Fig. 1: M1 wires
Supply wires on this layer in gray.
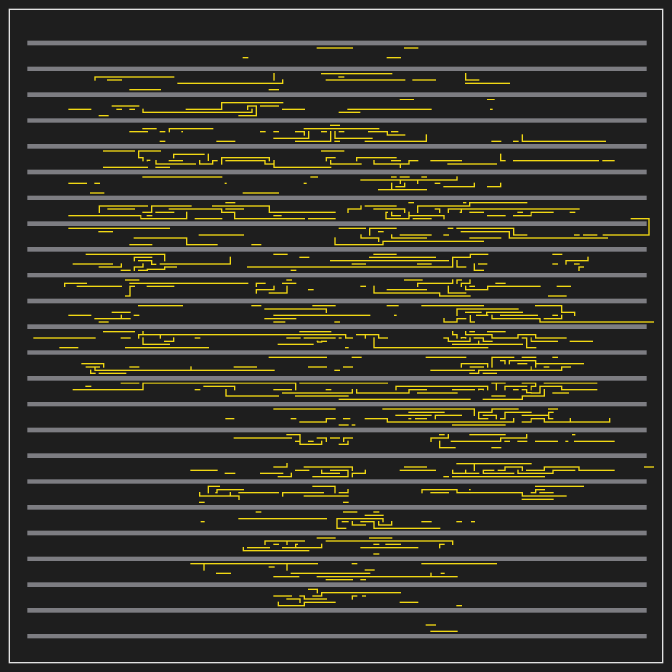
Fig. 2: routed metal per tile
The die is cut into 14 by 14 equal tiles; black is low, pale yellow is high, scaled to the fullest tile. Values are wire area over tile area, all layers added.
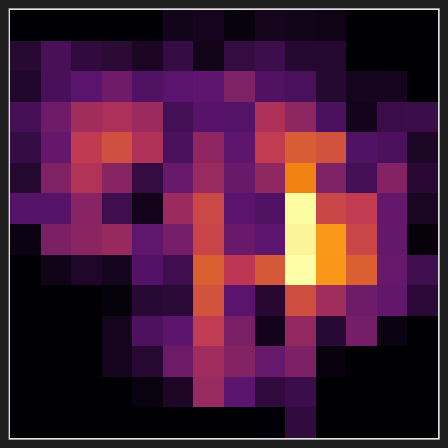
Fig. 3: placed cells, one color a class
Bar = 20 um. Fill, decap, tap and diode cells in gray.
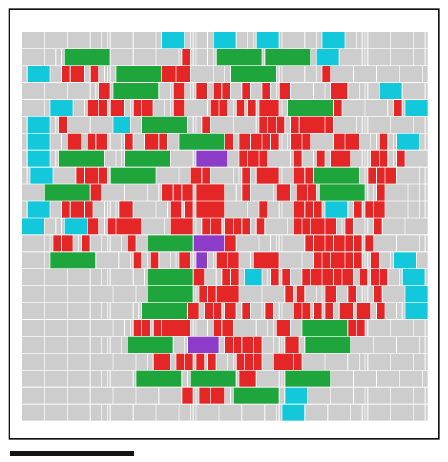
Fig. 4: metal layers overlaid
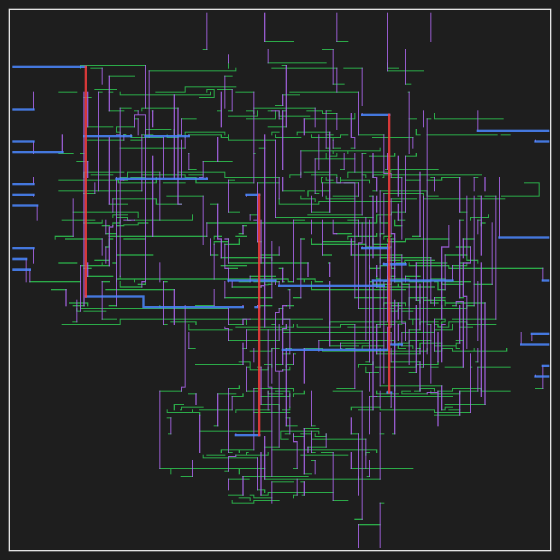
## src/rtl/tm1637_serializer_if.sv

```systemverilog
// Byte-stream handshake between the LED_TM1637 step sequencer and the TM1637 serializer.
// Valid/ready rule: a byte moves on any clk edge where in_valid & in_ready are both high;
// in_ready never depends on in_valid, and stop_req is a single-cycle request with no handshake.
interface tm1637_serializer_if;
    logic [7:0] in_data;
    logic       in_stop;
    logic       in_valid;
    logic       in_ready;
    logic       stop_req;

    modport master (
        output in_data,
        output in_stop,
        output in_valid,
        output stop_req,
        input  in_ready
    );

    modport slave (
        input  in_data,
        input  in_stop,
        input  in_valid,
        input  stop_req,
        output in_ready
    );
endinterface

```

## src/rtl/tm1637_serializer.sv

```systemverilog
// TM1637 two-wire byte transmitter: START, 8 bits LSB first, ACK clock, optional STOP.
// The frame stays open in HOLD between bytes so consecutive bytes share a single START.
module tm1637_serializer #(
    parameter int HALF_PERIOD = 100,
    parameter int CNT_W       = $clog2(HALF_PERIOD)
) (
    input  logic                      clk,
    input  logic                      rst,
    tm1637_serializer_if.slave        bus,
    output logic                      tm1637_clk,
    output logic                      tm1637_dio_o,
    output logic                      tm1637_dio_oe,
    input  logic                      tm1637_dio_i,
    output logic                      byte_done,
    output logic                      ack_ok,
    output logic                      busy,
    output logic [3:0]                dbg_state
);

    localparam logic [3:0] ST_IDLE    = 4'd0;
    localparam logic [3:0] ST_START_A = 4'd1;
    localparam logic [3:0] ST_START_B = 4'd2;
    localparam logic [3:0] ST_BIT_LO  = 4'd3;
    localparam logic [3:0] ST_BIT_HI  = 4'd4;
    localparam logic [3:0] ST_ACK_LO  = 4'd5;
    localparam logic [3:0] ST_ACK_HI  = 4'd6;
    localparam logic [3:0] ST_HOLD    = 4'd7;
    localparam logic [3:0] ST_STOP_A  = 4'd8;
    localparam logic [3:0] ST_STOP_B  = 4'd9;
    localparam logic [3:0] ST_STOP_C  = 4'd10;

    localparam logic [CNT_W-1:0] TIMER_LAST = CNT_W'(HALF_PERIOD - 1);

    logic [3:0]       state_q, state_d;
    logic [CNT_W-1:0] timer_q, timer_d;
    logic [2:0]       bit_q, bit_d;
    logic [7:0]       shift_q, shift_d;
    logic             stop_q, stop_d;
    logic             ack_ok_q, ack_ok_d;
    logic             clk_q, clk_d;
    logic             dio_q, dio_d;
    logic             oe_q, oe_d;

    logic phase_end;
    logic accept;
    logic waiting;

    assign waiting   = (state_q == ST_IDLE) || (state_q == ST_HOLD);
    assign phase_end = (timer_q == TIMER_LAST);
    assign accept    = bus.in_valid && waiting;

    always_comb begin
        state_d  = state_q;
        bit_d    = bit_q;
        shift_d  = shift_q;
        stop_d   = stop_q;
        ack_ok_d = ack_ok_q;
        // IDLE/HOLD wait without timing; every other state is one half period long.
        timer_d  = (waiting || phase_end) ? '0 : timer_q + CNT_W'(1);

        case (state_q)
            ST_IDLE: begin
                if (accept) begin
                    shift_d = bus.in_data;
                    stop_d  = bus.in_stop;
                    state_d = ST_START_A;
                end
            end
            ST_START_A: if (phase_end) state_d = ST_START_B;
            ST_START_B: begin
                if (phase_end) begin
                    bit_d   = 3'd0;
                    state_d = ST_BIT_LO;
                end
            end
            ST_BIT_LO: if (phase_end) state_d = ST_BIT_HI;
            ST_BIT_HI: begin
                if (phase_end) begin
                    shift_d = {1'b0, shift_q[7:1]};
                    if (bit_q == 3'd7) begin
                        state_d = ST_ACK_LO;
                    end else begin
                        bit_d   = bit_q + 3'd1;
                        state_d = ST_BIT_LO;
                    end
                end
            end
            ST_ACK_LO: if (phase_end) state_d = ST_ACK_HI;
            ST_ACK_HI: begin
                if (phase_end) begin
                    ack_ok_d = ~tm1637_dio_i;
                    state_d  = stop_q ? ST_STOP_A : ST_HOLD;
                end
            end
            ST_HOLD: begin
                // A new byte wins over a simultaneous close request.
                if (accept) begin
                    shift_d = bus.in_data;
                    stop_d  = bus.in_stop;
                    bit_d   = 3'd0;
                    state_d = ST_BIT_LO;
                end else if (bus.stop_req) begin
                    state_d = ST_STOP_A;
                end
            end
            ST_STOP_A: if (phase_end) state_d = ST_STOP_B;
            ST_STOP_B: if (phase_end) state_d = ST_STOP_C;
            ST_STOP_C: if (phase_end) state_d = ST_IDLE;
            default:   state_d = ST_IDLE;
        endcase
    end

    // Pins are decoded from the next state so they change on the first cycle of each phase.
    always_comb begin
        clk_d = 1'b1;
        dio_d = 1'b1;
        oe_d  = 1'b1;
        case (state_d)
            ST_START_A: dio_d = 1'b0;
            ST_START_B: begin clk_d = 1'b0; dio_d = 1'b0; end
            ST_BIT_LO:  begin clk_d = 1'b0; dio_d = shift_d[0]; end
            ST_BIT_HI:  dio_d = shift_d[0];
            ST_ACK_LO:  begin clk_d = 1'b0; oe_d = 1'b0; end
            ST_ACK_HI:  oe_d = 1'b0;
            ST_HOLD:    begin clk_d = 1'b0; dio_d = 1'b0; end
            ST_STOP_A:  begin clk_d = 1'b0; dio_d = 1'b0; end
            ST_STOP_B:  dio_d = 1'b0;
            default:    ;
        endcase
    end

    always_ff @(posedge clk) begin
        if (rst) begin
            state_q  <= ST_IDLE;
            timer_q  <= '0;
            bit_q    <= 3'd0;
            shift_q  <= 8'd0;
            stop_q   <= 1'b0;
            ack_ok_q <= 1'b0;
            clk_q    <= 1'b1;
            dio_q    <= 1'b1;
            oe_q     <= 1'b1;
        end else begin
            state_q  <= state_d;
            timer_q  <= timer_d;
            bit_q    <= bit_d;
            shift_q  <= shift_d;
            stop_q   <= stop_d;
            ack_ok_q <= ack_ok_d;
            clk_q    <= clk_d;
            dio_q    <= dio_d;
            oe_q     <= oe_d;
        end
    end

    assign bus.in_ready  = waiting;
    assign busy          = (state_q != ST_IDLE);
    assign byte_done     = (state_q == ST_ACK_HI) && phase_end;
    // During the sample cycle the fresh ACK is shown; afterwards the held copy.
    assign ack_ok        = byte_done ? ~tm1637_dio_i : ack_ok_q;
    assign tm1637_clk    = clk_q;
    assign tm1637_dio_o  = dio_q;
    assign tm1637_dio_oe = oe_q;
    assign dbg_state     = state_q;

endmodule

```

## src/flat_wrapper.sv

```systemverilog
// flat-port wrapper written by rule: the top's interface ports become plain ports
module tm1637_serializer_flat 
#(
    parameter int HALF_PERIOD = 100,
    parameter int CNT_W       = $clog2(HALF_PERIOD)
)
  (clk, rst, tm1637_clk, tm1637_dio_o, tm1637_dio_oe, tm1637_dio_i, byte_done, ack_ok, busy, dbg_state, bus_in_data, bus_in_stop, bus_in_valid, bus_stop_req, bus_in_ready);
  tm1637_serializer_if bus_i ();
  input  logic clk;
  input  logic rst;
  output logic tm1637_clk;
  output logic tm1637_dio_o;
  output logic tm1637_dio_oe;
  input  logic tm1637_dio_i;
  output logic byte_done;
  output logic ack_ok;
  output logic busy;
  output logic [3:0] dbg_state;
  input wire logic [$bits(bus_i.in_data)-1:0] bus_in_data;
  input wire logic [$bits(bus_i.in_stop)-1:0] bus_in_stop;
  input wire logic [$bits(bus_i.in_valid)-1:0] bus_in_valid;
  input wire logic [$bits(bus_i.stop_req)-1:0] bus_stop_req;
  output wire logic [$bits(bus_i.in_ready)-1:0] bus_in_ready;
  assign bus_i.in_data = bus_in_data;
  assign bus_i.in_stop = bus_in_stop;
  assign bus_i.in_valid = bus_in_valid;
  assign bus_i.stop_req = bus_stop_req;
  assign bus_in_ready = bus_i.in_ready;
  tm1637_serializer #(.HALF_PERIOD(HALF_PERIOD), .CNT_W(CNT_W)) u_core (.clk(clk), .rst(rst), .bus(bus_i), .tm1637_clk(tm1637_clk), .tm1637_dio_o(tm1637_dio_o), .tm1637_dio_oe(tm1637_dio_oe), .tm1637_dio_i(tm1637_dio_i), .byte_done(byte_done), .ack_ok(ack_ok), .busy(busy), .dbg_state(dbg_state));
endmodule
```

## config.mk

```make
export PLATFORM = sky130hd
export DESIGN_NAME = tm1637_serializer_flat
export DESIGN_NICKNAME = d
export VERILOG_FILES = /design/src/rtl/tm1637_serializer_if.sv /design/src/rtl/tm1637_serializer.sv /design/src/flat_wrapper.sv
export SDC_FILE = /design/constraint.sdc
export NUM_CORES = 1
export LEC_CHECK = 0
export ABC_AREA = 1
export CAP_MARGIN = 5
export CORE_MARGIN = 1.5
export CORE_UTILIZATION = 35
export DETAILED_ROUTE_END_ITERATION = 12
export PLACE_DENSITY = 0.62
export SYNTH_ARGS = -nofsm -noshare
export SYNTH_HDL_FRONTEND = slang
export SYNTH_SLANG_ARGS = --single-unit
```

## constraint.sdc

```tcl
create_clock -name clk -period 2.8 [get_ports clk]
set_input_delay 0.28 -clock clk [delete_from_list [all_inputs] [get_ports clk]]
set_output_delay 0.28 -clock clk [all_outputs]
set_load 0.02 [all_outputs]
```

==> results.py <==
# Flow results
metrics = {
    "worst_setup_path": {
        "slowest_delay_ns": 0.59,
        "criticalPathCategory": "register to primary output",
        "timing.rr.start": "u_core.timer_q[0]$_SDFF_PP0_",
        "cp_common_cell": "nand2_1",
        "cp_top_family": "buffers and inverters",
        "cp-startpoint": "u_core.dbg_state[1]$_SDFF_PP0_",
        "arrival_ns": 2.11,
        "cpMaxStageDelayCell": "clkdlybuf4s50_1",
        "startpoint_type": "register",
        "crit_path_end_kind": "primary output",
        "crit_fanout": 8,
        "critPathBufInv": 2,
        "ff2ff_setup_slack_ns": 0.90,
        "critical_path_depth": 6,
        "critical_path.endpoint": "ack_ok",
    },
    "pwr": {
        "pg_comb_mw": 0.0907,
        "power.density_nw_per_um2": 387,
        "p_clk_mw": 0.222,
        "p_int_mw": 0.538,
        "swShare_pct": 24.8,
        "leakagePower_nw": 0.850,
        "p_switching_mw": 0.177,
        "sequentialPower_mw": 0.402,
        "power_leader": "sequential cells",
        "ir_drop_v": 0.000214,
    },
    "yosys": {
        "numSynthFlops": 27,
        "synthDominantCellAreaShare_pct": 35.7,
        "logic_family": "simple AND/OR/NAND/NOR gates",
        "flop_cell": "dfxtp_1",
        "fa_ha_area_share_pct": 2.48,
        "synth_warnings": 0,
        "ys_seq_share_pct": 35.7,
        "simple_gate_area_share_pct": 40.3,
        "ys_sh_xor_pct": 0.579,
        "syn_nets": 249,
        "aoi_share_pct": 11.7,
        "mux_area_share_pct": 0,
        "ys_cells": 232,
        "async_flop_share_pct": 0,
        "yosysUniqueCellTypes": 27,
        "syn_inst": 232,
        "synthesis.area_um2": 1510,
    },
    "route": {
        "met2_length_mm": 1.43,
        "met1Wirelength_mm": 1.55,
        "drc": 0,
        "via_per_inst": 4.82,
        "drtPass1Iterations": 4,
        "routed.top_layer": "met4",
        "wl_met3_um": 163,
        "ant_nets": 0,
        "drt_iter0_drc": 172,
    },
    "global_routing": {
        "met3_usage_pct": 2.27,
        "grt_max_degree": 16,
        "grt_busiest_layer": "met2",
        "grt_pass1_wl_mm": 5.78,
        "grt_use_met2_pct": 26.8,
        "gr-total-overflow": 0,
    },
    "place": {
        "dp_slack_ns": 0.754,
        "place_area_um2": 1800,
        "gp_congestion": 0.895,
        "dpl.cell_count": 303,
        "dp_hpwl_mm": 2.57,
        "port_buffers": 24,
    },
    "min_path": {
        "hp-class": "register to register",
        "whs_endpoint": "u_core.timer_q[0]$_SDFF_PP0_",
        "hold_path_depth": 1,
    },
    "layout": {
        "drive_gt1_share_pct": 10.1,
        "area_growth_pct": 22.1,
        "final_cells": 307,
        "clkCellAreaFrac_pct": 2.50,
        "combGateArea_um2": 833,
        "inverters": 29,
        "fin_nets": 275,
        "buf_share_pct": 13.8,
        "multiInputCombCellCount": 171,
        "antenna_cells": 0,
    },
    "flow_run": {
        "warnings": 26,
        "maxCapViolCount": 0,
    },
    "final_timing": {
        "setup_ws_ns": 0.412,
        "setup_viol": 0,
        "max_slew_margin_pct": 78.7,
        "fmax_mhz": 419,
        "finalSetupTns_ns": 0,
        "hold-worst-slack_ns": 0.447,
        "hold_violations": 0,
        "finalClockSkew_ns": 0.00904,
        "period_needed_ns": 2.39,
        "maxSlewViolCount": 0,
    },
    "clock_tree": {
        "cts.clk_slew.worst_paths_ns": 0.10,
        "ctsResizeCount": 0,
        "root_buffer": "clkbuf_8",
        "hold_buffers": 0,
        "clk_latency_ns": 0.28,
        "cts_sinks": 27,
        "h-tree-depth": 1,
        "numCtsBuffers": 3,
    },
    "floorplan": {
        "num_io_pins": 25,
        "tap_cells": 50,
        "die-area_um2": 4730,
        "die_y_um": 68.8,
        "fp.dieW_um": 68.8,
    },
    "outcome": {
        "status": "complete, no violations",
    },
}
Notes on Fig. 1 above:
main direction: horizontal
longest straight run: 21.9 um
nets with wire on the layer: 247
GR Util met1: 20.9%
via count: 1479
WL final: 3.25 mm

Notes on Fig. 2 above:
mean over tiles: 0.11
fullest tile: 0.53
tiles over half the peak: 11%
emptiest ninth of the die: south-west
GRT Total Usage: 16.2%
DR WL/cell: 10.6 um

Notes on Fig. 3 above:
legend:
  green:
    class: flip-flops
    cells: 27
  purple:
    class: clock drivers and dummy loads
    cells: 4
  red:
    class: all other logic
    cells: 200
  cyan:
    class: other buffers and delay cells
    cells: 26
sequential portion of the cell area: 29.2%
num rows: 23
Core Footprint: 4090 um^2
Layout Utilization: 45.3%
cell area after layout: 1850 um^2

Notes on Fig. 4 above:
legend:
  purple:
    layer: met2
    wire_length: 1430 um
  green:
    layer: met1
    wire_length: 1550 um
  red:
    layer: met4
    wire_length: 95.2 um
  blue:
    layer: met3
    wire_length: 163 um

[cells in the final DEF (no fill, tap or decap), types with 2 or more instances in the layout]
cell,netlist,layout
inv_1,23,23
a21oi_1,10,10
inv_2,5,5
nand3_1,23,23
clkdlybuf4s50_1,0,24
a31oi_1,9,9
nor3_1,4,4
clkbuf_8,0,3
nor2_1,26,26
nand2_1,69,69
dfxtp_1,27,27
nand3_2,2,2
nor2_2,2,2
nor2_4,2,2
buf_4,0,2
o21ai_0,7,7
nor3b_1,2,2
ha_1,3,3
nand2_2,5,5
[state kept, by name, summed over array words and instances (netlist names)]
signal                count
u_core.dbg_state          4
u_core.tm1637_dio_oe      1
u_core.bit_q              3
u_core.ack_ok_q           1
u_core.timer_q            7
u_core.shift_q            8
u_core.stop_q             1
u_core.tm1637_dio_o       1
u_core.tm1637_clk         1
Power figures rest on the tool's default switching activity, not on a simulated workload.
